[config.mk]
export PLATFORM = sky130hd
export DESIGN_NAME = video_pixel_shifter
export DESIGN_NICKNAME = d
export VERILOG_FILES = /design/src/rtl/video_pkg.sv /design/src/rtl/video_pixel_shifter_flash.sv /design/src/rtl/video_pixel_shifter.sv
export SDC_FILE = /design/constraint.sdc
export NUM_CORES = 1
export LEC_CHECK = 0
export ABC_AREA = 1
export CAP_MARGIN = 20
export CORE_ASPECT_RATIO = 0.75
export CORE_MARGIN = 2
export CORE_UTILIZATION = 44
export CTS_CLUSTER_DIAMETER = 150
export DETAILED_ROUTE_END_ITERATION = 16
export GPL_ROUTABILITY_DRIVEN = 0
export PLACE_DENSITY = 0.75
export SYNTH_ARGS = -nofsm -noshare
export SYNTH_HDL_FRONTEND = slang
export SYNTH_SLANG_ARGS = --single-unit
[constraint.sdc]
create_clock -name Clock_14Mhz -period 1 [get_ports Clock_14Mhz]
set_input_delay 0.15 -clock Clock_14Mhz [delete_from_list [all_inputs] [get_ports Clock_14Mhz]]
set_output_delay 0.15 -clock Clock_14Mhz [all_outputs]
set_load 0.1 [all_outputs]
[src/rtl/video_pkg.sv]
// Shared types for the video serializer path: display modes and shift-register width.
package video_pkg;

   typedef enum logic [1:0] {
      TEXT  = 2'd0,
      LORES = 2'd1,
      HIRES = 2'd2,
      DBL   = 2'd3
   } vmode_e;

   localparam int SR_W = 14;

   // Lo-res nibbles on odd byte columns start two dots further round the colour cycle.
   function automatic logic [3:0] rot2(input logic [3:0] n);
      return {n[1:0], n[3:2]};
   endfunction

endpackage

[src/rtl/video_pixel_shifter_flash.sv]
// Flash phase generator: counts vbl rising edges and toggles flash every FLASH_FRAMES of them.
module flash_counter #(
   parameter int FLASH_FRAMES = 16
) (
   input  logic Clock_14Mhz,
   input  logic Reset,
   input  logic vbl,
   output logic flash
);

   localparam int CW = (FLASH_FRAMES > 1) ? $clog2(FLASH_FRAMES) : 1;

   logic          vbl_q;
   logic [CW-1:0] cnt;
   logic          rise;

   assign rise = vbl & ~vbl_q;

   always_ff @(posedge Clock_14Mhz) begin
      if (Reset) begin
         vbl_q <= 1'b0;
         cnt   <= '0;
         flash <= 1'b0;
      end else begin
         vbl_q <= vbl;
         if (rise) begin
            if (cnt == CW'(FLASH_FRAMES - 1)) begin
               cnt   <= '0;
               flash <= ~flash;
            end else begin
               cnt <= cnt + 1'b1;
            end
         end
      end
   end

endmodule

[src/rtl/video_pixel_shifter.sv]
// Serializes fetched display bytes into video_data for text, lo-res, hi-res and double modes,
// and owns the gfx/text mode pipeline and the flash phase.
module video_pixel_shifter
   import video_pkg::*;
#(
   parameter int PIX_PER_BYTE = 7,
   parameter int MODE_DELAY   = 3,
   parameter int FLASH_FRAMES = 16,
   parameter int DBL_EN       = 1
) (
   input  logic                    Clock_14Mhz,
   input  logic                    Reset,
   input  logic                    pix_en,
   input  logic                    row_tick,
   input  logic                    ld_byte,
   input  logic [7:0]              byte_in,
   input  logic [7:0]              aux_in,
   input  logic [PIX_PER_BYTE-1:0] glyph_in,
   input  logic                    text_mode,
   input  logic                    hires_mode,
   input  logic                    mix_mode,
   input  logic                    dbl_mode,
   input  logic                    vmix,
   input  logic                    lores_hi,
   input  logic                    h_odd,
   input  logic                    blank,
   input  logic                    vbl,
   output logic                    video_data,
   output logic                    color_line,
   output logic                    HIRES,
   output logic                    flash
);

   logic [MODE_DELAY-1:0] pipe;
   logic [MODE_DELAY-1:0] pipe_nxt;
   logic                  gfx;
   logic                  eff_gfx;
   logic                  hires_q;

   vmode_e                mode_sel;
   vmode_e                mode_q;
   logic                  blank_q;
   logic                  b7_q;
   logic                  invert_q;

   logic [SR_W-1:0]       sr;
   logic [SR_W-1:0]       sr_load;
   logic [SR_W-1:0]       sr_shift;
   logic [SR_W-1:0]       sr_nxt;
   logic [3:0]            nib;
   logic                  hold;
   logic                  pix;
   logic                  video_nxt;

   logic                  unused;
   assign unused = aux_in[7];

   flash_counter #(
      .FLASH_FRAMES(FLASH_FRAMES)
   ) u_flash (
      .Clock_14Mhz(Clock_14Mhz),
      .Reset      (Reset),
      .vbl        (vbl),
      .flash      (flash)
   );

   assign color_line = pipe[0];
   assign HIRES      = hires_q;
   assign eff_gfx    = pipe[MODE_DELAY-1];

   always_comb begin
      gfx         = ~((vmix & mix_mode) | text_mode);
      pipe_nxt    = '0;
      pipe_nxt[0] = gfx;
      for (int i = 1; i < MODE_DELAY; i++) begin
         pipe_nxt[i] = pipe[i-1];
      end
   end

   always_comb begin
      mode_sel = video_pkg::LORES;
      if (!eff_gfx)
         mode_sel = video_pkg::TEXT;
      else if (dbl_mode && (DBL_EN != 0))
         mode_sel = video_pkg::DBL;
      else if (hires_mode)
         mode_sel = video_pkg::HIRES;
   end

   always_comb begin
      nib = lores_hi ? byte_in[7:4] : byte_in[3:0];
      if (h_odd)
         nib = rot2(nib);

      sr_load = '0;
      case (mode_sel)
         video_pkg::TEXT:  sr_load[PIX_PER_BYTE-1:0] = glyph_in;
         video_pkg::HIRES: sr_load[PIX_PER_BYTE-1:0] = byte_in[PIX_PER_BYTE-1:0];
         video_pkg::LORES: sr_load[3:0] = nib;
         video_pkg::DBL:   sr_load = {byte_in[6:0], aux_in[6:0]};
         default:          sr_load = '0;
      endcase

      // Text and hi-res run at 7 MHz; lo-res and double run every 14 MHz cycle.
      sr_shift = sr;
      case (mode_q)
         video_pkg::TEXT,
         video_pkg::HIRES: if (pix_en) sr_shift = sr >> 1;
         video_pkg::LORES: sr_shift = {sr[SR_W-1:4], sr[0], sr[3:1]};
         video_pkg::DBL:   sr_shift = sr >> 1;
         default:          sr_shift = sr;
      endcase

      sr_nxt = ld_byte ? sr_load : sr_shift;
   end

   always_comb begin
      pix = sr[0];
      if (mode_q == video_pkg::TEXT)
         pix = sr[0] ^ invert_q;
      else if ((mode_q == video_pkg::HIRES) && b7_q)
         pix = hold;
      video_nxt = blank_q ? 1'b0 : pix;
   end

   always_ff @(posedge Clock_14Mhz) begin
      if (Reset) begin
         pipe       <= '0;
         hires_q    <= 1'b0;
         mode_q     <= video_pkg::TEXT;
         blank_q    <= 1'b0;
         b7_q       <= 1'b0;
         invert_q   <= 1'b0;
         sr         <= '0;
         hold       <= 1'b0;
         video_data <= 1'b0;
      end else begin
         sr         <= sr_nxt;
         hold       <= sr[0];
         video_data <= video_nxt;
         if (ld_byte) begin
            mode_q   <= mode_sel;
            blank_q  <= blank;
            b7_q     <= byte_in[7];
            invert_q <= ~(byte_in[7] | (byte_in[6] & flash));
         end
         if (row_tick) begin
            pipe    <= pipe_nxt;
            hires_q <= hires_mode & pipe_nxt[MODE_DELAY-1];
         end
      end
   end

endmodule

run_1/met1.png
Cells faint in the background.
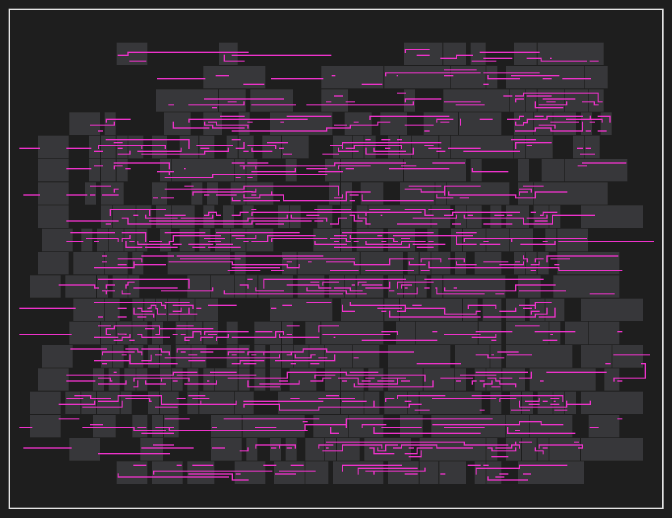
share of all routed wire: 49%
nets with wire on the layer: 329
main direction: horizontal
longest straight run: 19.8 um
wire length on this layer: 2270 um

run_1/met2.png
Scale bar: 20 um.
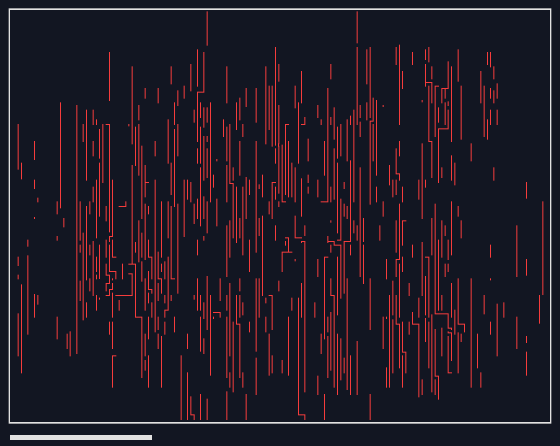
main direction: vertical
longest straight run: 35.0 um
wire length on this layer: 2010 um
nets with wire on the layer: 299
met2 routing resource usage after global routing: 36.9%
Routed WL: 4.64 mm
number of vias in the routed layout: 1926

run_1/met3.png
Scale bar: 20 um.
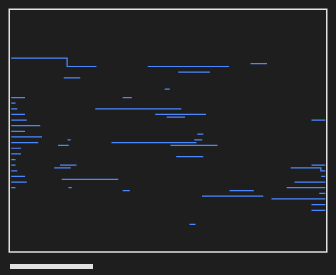
share of all routed wire: 6.1%
main direction: horizontal
nets with wire on the layer: 45

==> ds_physical_params.txt, run 1 <==
Summary of implementation characteristics

Parameter                              Value

Run status
  Result of the run    finished, violations left
  Violated checks    negative setup slack

Final timing
  Hold Vio Cnt, Final    0
  Total Negative Setup Slacks    -1.41 ns
  Worst slack on hold paths    0.244 ns
  Final period utilization    113%
  Worst Setup Slack, final    -0.134 ns
  RSZ-0062 raised after global routing    yes
  Final critical-path required period    1.13 ns
  Timing-limited maximum frequency    0.882 GHz
  Headroom to the max-slew limit    81.5%
  Clk_skew    0.00558 ns
  Count of endpoints failing setup in the final report    14

Clock network
  Clock buffers created by TritonCTS    5
  Clk_lat worst skew    0.28 ns
  Number of sinks on the clock net    31
  CTS-repair resized insts    19
  Setup bufs post-CTS    5
  Clk Tree Root Cell    sky130_fd_sc_hd__clkbuf_8
  Clock transition at the registers of the reported paths    0.06 ns

Die
  Placeable core region    0.00371 mm^2
  I/O pin count    41
  Area of the chip    0.00443 mm^2
  FP Core Util    46.4%
  Number of placement rows    19
  Chip height    58.2 um
  Die width    76.2 um

Global route
  Pin count of the biggest net entering global routing    20
  Overall track demand over capacity in global routing    22.9%
  Vias in the first global route    1773
  Total gr overflow    0
  Grt peak-use layer    met2
  Met1 track demand over resource    30.8%
  Initial antenna violation count    0

Critical path
  Arrival time at the worst endpoint    1.31 ns
  Kind of end point of the critical path    flop
  Launch point of the worst reg-to-reg path    mode_q[0]$_SDFFE_PP0P_
  Worst Path Required    1.18 ns
  Crit path max fanout    5
  Slowest cell delay on critical path    0.39 ns
  Nature of the critical path startpoint    flop
  Crit path from    mode_q[0]$_SDFFE_PP0P_
  Kind of critical path    reg -> reg

Pwr
  Sequential cell fraction of total power    43.8%
  Internal power contribution    2230 uW
  Maximum resistive drop on vdd    689 uV
  Net switching share of the total power    28.6%
  Combinational group share of total power    24.5%
  Total power density per cell area    1170 mW/mm^2
  Share of total power in the clock network    31.7%
  Leakage    0.00119 uW

Cells and area
  Layout overhead on the synthesized area    55.2%
  Area of all placed cells without fillers    0.00267 mm^2
  Final #Nets    372
  Top library cells by usage in the layout, fill and taps aside    sky130_fd_sc_hd__nand2_1, sky130_fd_sc_hd__clkdlybuf4s50_1, sky130_fd_sc_hd__buf_4
  Leading cell type in the layout, fill and taps excluded    sky130_fd_sc_hd__nand2_1
  Post-layout util    72.0%
  Area occupied by multi-input gates    0.00105 mm^2
  Final instance count without filler cells    386
  Fill cell count    300
  Fraction of final layout cells sized beyond drive strength 1    30.8%
  Diodes inserted    0
  Sequential Area    638 um^2

Yosys
  Number of distinct library cells after synthesis    28
  Portion of the post-synthesis area used by sequential elements    36.0%
  Post-synth tally of flip-flops with integrated enable    0
  Yosys top cell area share    36.0%
  Yosys warnings    0
  Synthesis area per yosys    0.00172 mm^2
  Largest cells by area after synthesis    sky130_fd_sc_hd__dfxtp_1, sky130_fd_sc_hd__nand2_1, sky130_fd_sc_hd__nor2_1, sky130_fd_sc_hd__nand3_1, sky130_fd_sc_hd__a21oi_2
  Mean cell area of the mapped netlist    6.65 um^2
  Cell area after technology mapping    0.00172 mm^2
  Top FF cell, synth    sky130_fd_sc_hd__dfxtp_1
  Flip-flop and latch count after synthesis    31
  Share of flip-flops with an asynchronous set or reset after synthesis    0%

Detailed routing
  Average wire length per cell after detail routing    12.0 um
  DRC violation total after the first TritonRoute iteration    100
  Post-detailed-route DRC marker count    0
  Post-DR vias/cell    4.99
  Detailed-routing iteration count for the pre-antenna-repair pass    5

Place
  Instance count after placement with tap cells included    371
  Quantity of I/O buffers inserted on ports    39
  HPWL after DPL    3.35 mm
  Post-Place Worst Slack    -0.472 ns
  Total cell area at the placement stage    0.00241 mm^2

Worst hold path
  Classification of the worst-slack hold path    in -> reg
  Hold Startpoint    vbl

Run
  Max Cap Violations    0
## run 1: sequential cells by signal (all words and copies together) (netlist names)
signal and count:
sr 14, u_flash.cnt 4, pipe 3, mode_q 2, HIRES 1, b7_q 1
blank_q 1, hold 1, invert_q 1, u_flash.flash 1, u_flash.vbl_q 1, video_data 1
## run 1: critical path, delay by kind of cell, from the launching register on
kind	cells	cell delay [ns]
and+or+nand+nor	3	0.25
DFF	1	0.39
AOI/OAI and AO/OA	2	0.25
buffers and inverters	1	0.15
## run 1: logic make-up after synthesis
family / synth area share, %
compound gates: 17.4
simple gates: 35.8
flops: 36.0
xor+xnor: 1.53
fa+ha+maj: 0.727
buf+inv: 8.50
## run 1: path summary, 6_finish.rpt
check | slack (ns) | end | depth (start not counted)
setup / recovery | -0.13 | sr[8]$_SDFFE_PP0P_ | 6
hold reg to reg | 0.47 | sr[13]$_SDFFE_PP0P_ | 2
setup reg to reg | -0.13 | sr[8]$_SDFFE_PP0P_ | 6
hold / removal | 0.24 | u_flash.vbl_q$_SDFF_PP0_ | 4
## run 1: power groups by stage
stage	Combinational, uW	Sequential [uW]	Clock (uW)
after CTS	741	1360	1010
after global routing	835	1380	1060
after detailed placement	690	1390	0
final	768	1370	992
after floorplan	318	1420	0
after global placement	680	1390	0
## run 1: metal layers
layer	share of wire, %	vias up
li1	-	986
met4	1.6	0
met2	43	68
met3	6.1	10
met1	49	862
met5	0	-
## run 1: layout make-up
cell class	count	share of cell area (%)
repair buffers	75	27.5
multi-input cells	197	39.3
inverters	24	3.61
well taps	52	2.44
clock buffers	6	3.09
clock inverters	1	0.187
flip-flops and latches	31	23.9
==> run 2, diff against run 1 <==
--- a/config.mk
+++ b/config.mk
@@ -14,5 +14,6 @@
 export DETAILED_ROUTE_END_ITERATION = 16
 export GPL_ROUTABILITY_DRIVEN = 0
-export PLACE_DENSITY = 0.75
+export PLACE_DENSITY = 0.83
+export SKIP_LAST_GASP = 1
 export SYNTH_ARGS = -nofsm -noshare
 export SYNTH_HDL_FRONTEND = slang
==> constraint.sdc (replaced) <==
create_clock -name Clock_14Mhz -period 1 [get_ports Clock_14Mhz]
set_input_delay 0.15 -clock Clock_14Mhz [delete_from_list [all_inputs] [get_ports Clock_14Mhz]]
set_output_delay 0.15 -clock Clock_14Mhz [all_outputs]
set_load 0.005 [all_outputs]
run_2/final_clocks.png
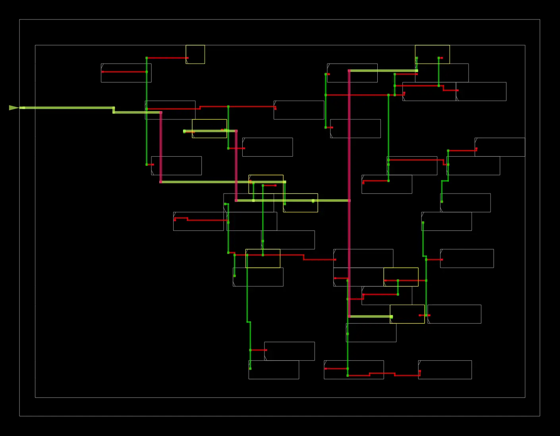
number of sinks on the clock net: 31
Flop Count: 31
power in the clock group: 1120 uW

==> ds_physical_params.txt, run 2 <==
Summary of implementation characteristics

Parameter                              Value

Yosys
  Share of synthesized cell area in full adder, half adder and majority cells    0.727%
  Main combinational cell family by area after synthesis    simple AND/OR/NAND/NOR gates
  Synthesis area per yosys    0.00172 mm^2
  Flip-flop and latch count after synthesis    31
  Share of synthesized cell area in and-or and or-and compound cells    17.4%
  Largest cells by area after synthesis    sky130_fd_sc_hd__dfxtp_1, sky130_fd_sc_hd__nand2_1, sky130_fd_sc_hd__nor2_1, sky130_fd_sc_hd__nand3_1, sky130_fd_sc_hd__a21oi_2
  Number of distinct library cells after synthesis    28
  Share of synthesized cell area in and, or, nand and nor gates    35.8%
  Top FF cell, synth    sky130_fd_sc_hd__dfxtp_1
  Yosys warnings    0
  Mean cell area of the mapped netlist    6.65 um^2
  Multiplexer fraction of the synthesized cell area    0%
  Post-synth tally of flip-flops with integrated enable    0
  Yosys top cell area share    36.0%
  Portion of the post-synthesis area used by sequential elements    36.0%

Die
  Die width    76.2 um
  Placeable core region    0.00371 mm^2
  Number of placement rows    19

Detailed routing
  Post-DR vias/cell    5.02
  Number of vias in the routed layout    1967
  Total length of routed met2 wires    2.34 mm
  Routed WL    4.93 mm
  Detailed-routed wire length on met3    280 um
  Post-detailed-route DRC marker count    0
  DRC violation total after the first TritonRoute iteration    78

Critical path
  Termination of the worst setup path    sr[3]$_SDFFE_PP0P_
  Slowest cell delay on critical path    0.41 ns
  Depth of the critical timing path with buffers and inverters included    7
  Dominant delay contributor by cell family on the critical path    flip-flops
  Kind of end point of the critical path    flop
  Reg2Reg Capture Point    sr[3]$_SDFFE_PP0P_
  Worst Path Required    1.18 ns
  Nature of the critical path startpoint    flop
  Kind of critical path    reg -> reg
  Arrival time at the worst endpoint    1.35 ns
  Crit path from    pipe[2]$_SDFFE_PP0P_

Cells and area
  Post-layout util    73.5%
  Leading cell type in the layout, fill and taps excluded    sky130_fd_sc_hd__nand2_1
  Diodes inserted    0
  Register with the most flip-flops    sr
  Fraction of final layout cells sized beyond drive strength 1    32.1%
  Number of flip-flops under the largest register name    14
  Layout overhead on the synthesized area    58.4%

Global route
  Initial antenna violation count    0
  Grt peak-use layer    met2
  Vias in the first global route    1876
  Met1 track demand over resource    28.3%
  Met2 routing resource usage after global routing    40.2%

Run
  Max Cap Violations    0

Final timing
  Final period utilization    117%
  Hold Vio Cnt, Final    0
  Worst slack on hold paths    0.232 ns
  Final critical-path required period    1.17 ns
  Worst Setup Slack, final    -0.168 ns
  Headroom to the max-slew limit    78.4%
  Count of endpoints failing setup in the final report    16

Worst hold path
  Number of cells on the worst hold path    4
  Hold Startpoint    vbl
  Destination of the worst hold path    u_flash.vbl_q$_SDFF_PP0_
  Classification of the worst-slack hold path    in -> reg

Pwr
  Maximum resistive drop on vdd    738 uV
  Total power density per cell area    1180 mW/mm^2
  Leakage    0.00120 uW

Place
  Post-Place Worst Slack    -0.507 ns
  Quantity of I/O buffers inserted on ports    39
  HPWL after DPL    3.38 mm

Clock network
  Clock buffers created by TritonCTS    5
  Clk Tree Root Cell    sky130_fd_sc_hd__clkbuf_8

Run status
  Violated checks    negative setup slack
  Result of the run    finished, violations left
run_2/met2.png
Scale bar: 20 um.
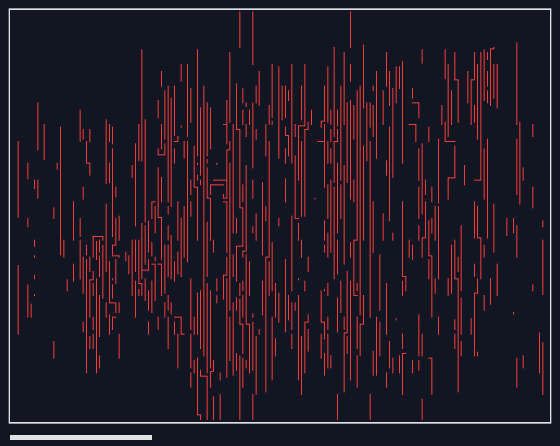
longest straight run: 38.1 um
share of all routed wire: 47%
wire length on this layer: 2340 um

## run 2: stage by stage
step,setup TNS [ns],power (uW),cell area (um^2),std cells
after floorplan,0,1690,1740,259
after global placement,-9.20,2020,2410,375
after detailed placement,-10.03,2030,2410,375
after CTS,-1.27,3170,2640,389
after global routing,-3.02,3350,2730,392
final,-1.97,3210,2730,392
## run 2: area by class of cell
type                            instances  area, um^2  share of cell area (%)
Timing Repair Buffer                   79         733                    26.9
Sequential cell                        31         637                    23.4
Multi-Input combinational cell        197        1070                    39.3
Clock inverter                          1        7.51                   0.275
Timing Repair inverter                  1        6.26                   0.229
Inverter                               24         109                    3.99
Tap cell                               52        65.1                    2.39
Clock buffer                            7        96.3                    3.53
## run 2: worst reg2reg max path, stage by stage (launching register included)
cell                         delay [ns]
sky130_fd_sc_hd__dfxtp_4           0.41
sky130_fd_sc_hd__clkinvlp_4        0.18
sky130_fd_sc_hd__a21oi_1           0.17
sky130_fd_sc_hd__nand2_1           0.07
sky130_fd_sc_hd__inv_1             0.06
sky130_fd_sc_hd__nand2_1           0.06
sky130_fd_sc_hd__nand2_1           0.07
sky130_fd_sc_hd__a21oi_2           0.05
## run 2: power by group through the flow
stage	Sequential, uW	Combinational, uW	Clock (uW)
2_1_floorplan	1370	318	0
3_3_place_gp	1380	635	0
3_5_place_dp	1380	646	0
4_1_cts	1350	690	1120
5_1_grt	1370	801	1180
6_report	1360	729	1120
## run 2: repair_timing
| item | CTS | global route |
|---|---|---|
| gates cloned | 0 | 1 |
| pin swaps | 10 | 9 |
| resized | 37 | 20 |
| buffers inserted | 6 | 2 |
| endpoints found under the setup margin | 26 | 23 |
| hold buffers | 0 | 0 |
==> run 3, diff against run 2 <==
Settings changed: SKIP_CTS_REPAIR_TIMING from default to 1.
run_3/wire_density.png
Scale bar: 20 um. 15 x 12 tiles, from dark purple (low) to yellow (high), scaled to the fullest tile. Values are wire area over tile area, all layers added.
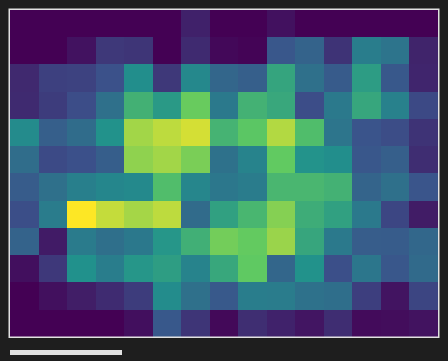
nearly empty tiles: 12%
mean over tiles: 0.18
fullest tile: 0.53
emptiest ninth of the die: top left
overall track demand over capacity in global routing: 21.9%
number of vias in the routed layout: 1943
Routed WL: 5.00 mm
average wire length per cell after detail routing: 12.8 um

==> ds_physical_params.txt, run 3 <==
Summary of implementation characteristics

Parameter                              Value

Run status
  Result of the run    finished, violations left
  Violated checks    negative setup slack

Yosys
  Yosys warnings    0
  Cell area after technology mapping    0.00172 mm^2
  Post-synth tally of flip-flops with integrated enable    0
  Share of flip-flops with an asynchronous set or reset after synthesis    0%
  Synthesis area per yosys    0.00172 mm^2
  Flip-flop and latch count after synthesis    31

Die
  Number of placement rows    19
  I/O pin count    41
  FP Core Util    46.4%
  Die width    76.2 um

Critical path
  Count of cells along the worst register-to-register path    7
  Termination of the worst setup path    sr[6]$_SDFFE_PP0P_
  Crit path max fanout    6
  Crit path from    pipe[2]$_SDFFE_PP0P_
  Arrival time at the worst endpoint    1.35 ns
  Kind of critical path    reg -> reg
  Nature of the critical path startpoint    flop
  Launch point of the worst reg-to-reg path    pipe[2]$_SDFFE_PP0P_

Detailed routing
  Detailed-routed wire length on met3    352 um
  Total length of routed met2 wires    2.34 mm
  DRC violation total after the first TritonRoute iteration    95
  Top routing layer in use    met4
  Post-detailed-route DRC marker count    0
  Detailed-routing iteration count for the pre-antenna-repair pass    4

Place
  Quantity of I/O buffers inserted on ports    39

Cells and area
  Cell type taking the most area    logic gates
  Area of all placed cells without fillers    0.00276 mm^2
  Diodes inserted    0
  Fraction of final layout cells sized beyond drive strength 1    32.2%
  Number of multi-input combinational cells in the layout    197
  Number of flip-flops under the largest register name    14
  Area occupied by multi-input gates    0.00108 mm^2
  Final instance count without filler cells    390
  Top library cells by usage in the layout, fill and taps aside    sky130_fd_sc_hd__nand2_1, sky130_fd_sc_hd__clkdlybuf4s50_1, sky130_fd_sc_hd__nor2_1, sky130_fd_sc_hd__buf_4, sky130_fd_sc_hd__dfxtp_1
  Non-clock buffer share    27.3%
  Comb/total area    39.3%

Pwr
  Share of total power in the clock network    34.8%
  Internal power contribution    2320 uW
  Combinational group share of total power    22.9%
  Total power density per cell area    1170 mW/mm^2
  Sequential cell fraction of total power    42.3%

Global route
  Pin count of the biggest net entering global routing    19
  Vias in the first global route    1793
  Total gr overflow    0

Worst hold path
  Classification of the worst-slack hold path    in -> reg
  Hold Startpoint    hires_mode

Final timing
  Count of endpoints failing setup in the final report    14
  Worst Setup Slack, final    -0.167 ns
  Total Negative Setup Slacks    -1.64 ns
  RSZ-0062 raised after global routing    yes
  Final critical-path required period    1.17 ns
  Timing-limited maximum frequency    0.857 GHz
  Headroom to the max-slew limit    77.0%

Clock network
  Clock buffers created by TritonCTS    5
  Clock transition at the registers of the reported paths    0.07 ns
  Clk Tree Root Cell    sky130_fd_sc_hd__clkbuf_8
  Number of sinks on the clock net    31

Run
  Max Cap Violations    0
run_3/met2.png
Scale bar: 20 um.
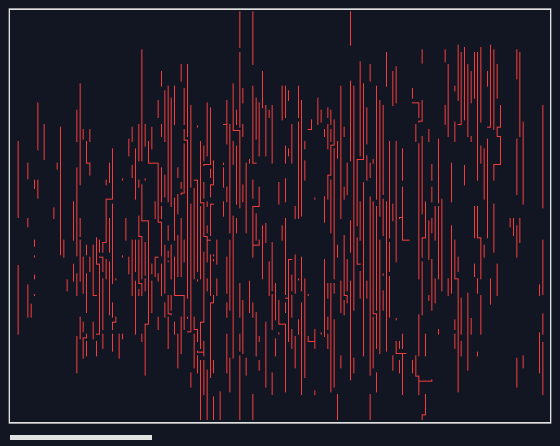
share of all routed wire: 47%
main direction: vertical
met2 routing resource usage after global routing: 35.8%

==> run 3: netlist changes by cell type in the layout (fill, tap and decap cells not counted), moves of 2 or more <==
cell,delta
sky130_fd_sc_hd__dlymetal6s2s_1,+7
sky130_fd_sc_hd__clkdlybuf4s15_1,-4
sky130_fd_sc_hd__buf_4,-3
sky130_fd_sc_hd__dlygate4sd2_1,-3
sky130_fd_sc_hd__nand2_2,+3
sky130_fd_sc_hd__nand3_1,-3
sky130_fd_sc_hd__nand3_2,+3
sky130_fd_sc_hd__dfxtp_1,+2
sky130_fd_sc_hd__dfxtp_2,-2
sky130_fd_sc_hd__nand2_1,-2
==> run 3: worst max-delay path: stages, from the launching register on <==
cell and delay [ns]:
sky130_fd_sc_hd__dfxtp_4 0.41, sky130_fd_sc_hd__clkinvlp_4 0.16, sky130_fd_sc_hd__buf_12 0.16, sky130_fd_sc_hd__buf_6 0.10, sky130_fd_sc_hd__nand2_1 0.06, sky130_fd_sc_hd__nand3_2 0.06
sky130_fd_sc_hd__nand2_2 0.07, sky130_fd_sc_hd__a21oi_2 0.04
==> run 3: cell families (layout without fill, tap and decap cells) <==
logic type | count (synthesis) | after routing | synth area share, %
AND-OR/OR-AND | 49 | 49 | 17.4
XOR/XNOR | 3 | 3 | 1.53
adder cells (fa/ha/maj) | 1 | 1 | 0.727
buffers and inverters | 31 | 110 | 8.50
flip-flops | 31 | 31 | 36.0
AND/OR/NAND/NOR | 144 | 144 | 35.8
==> run 3: power by group through the flow <==
stage / sequential [uW] / combinational [uW] / clock (uW)
finish: 1360 / 739 / 1120
global route: 1370 / 810 / 1180
CTS: 1350 / 652 / 1130
detailed placement: 1380 / 646 / 0
global placement: 1380 / 635 / 0
floorplan: 1370 / 318 / 0
Power and IR drop assume default switching activity.
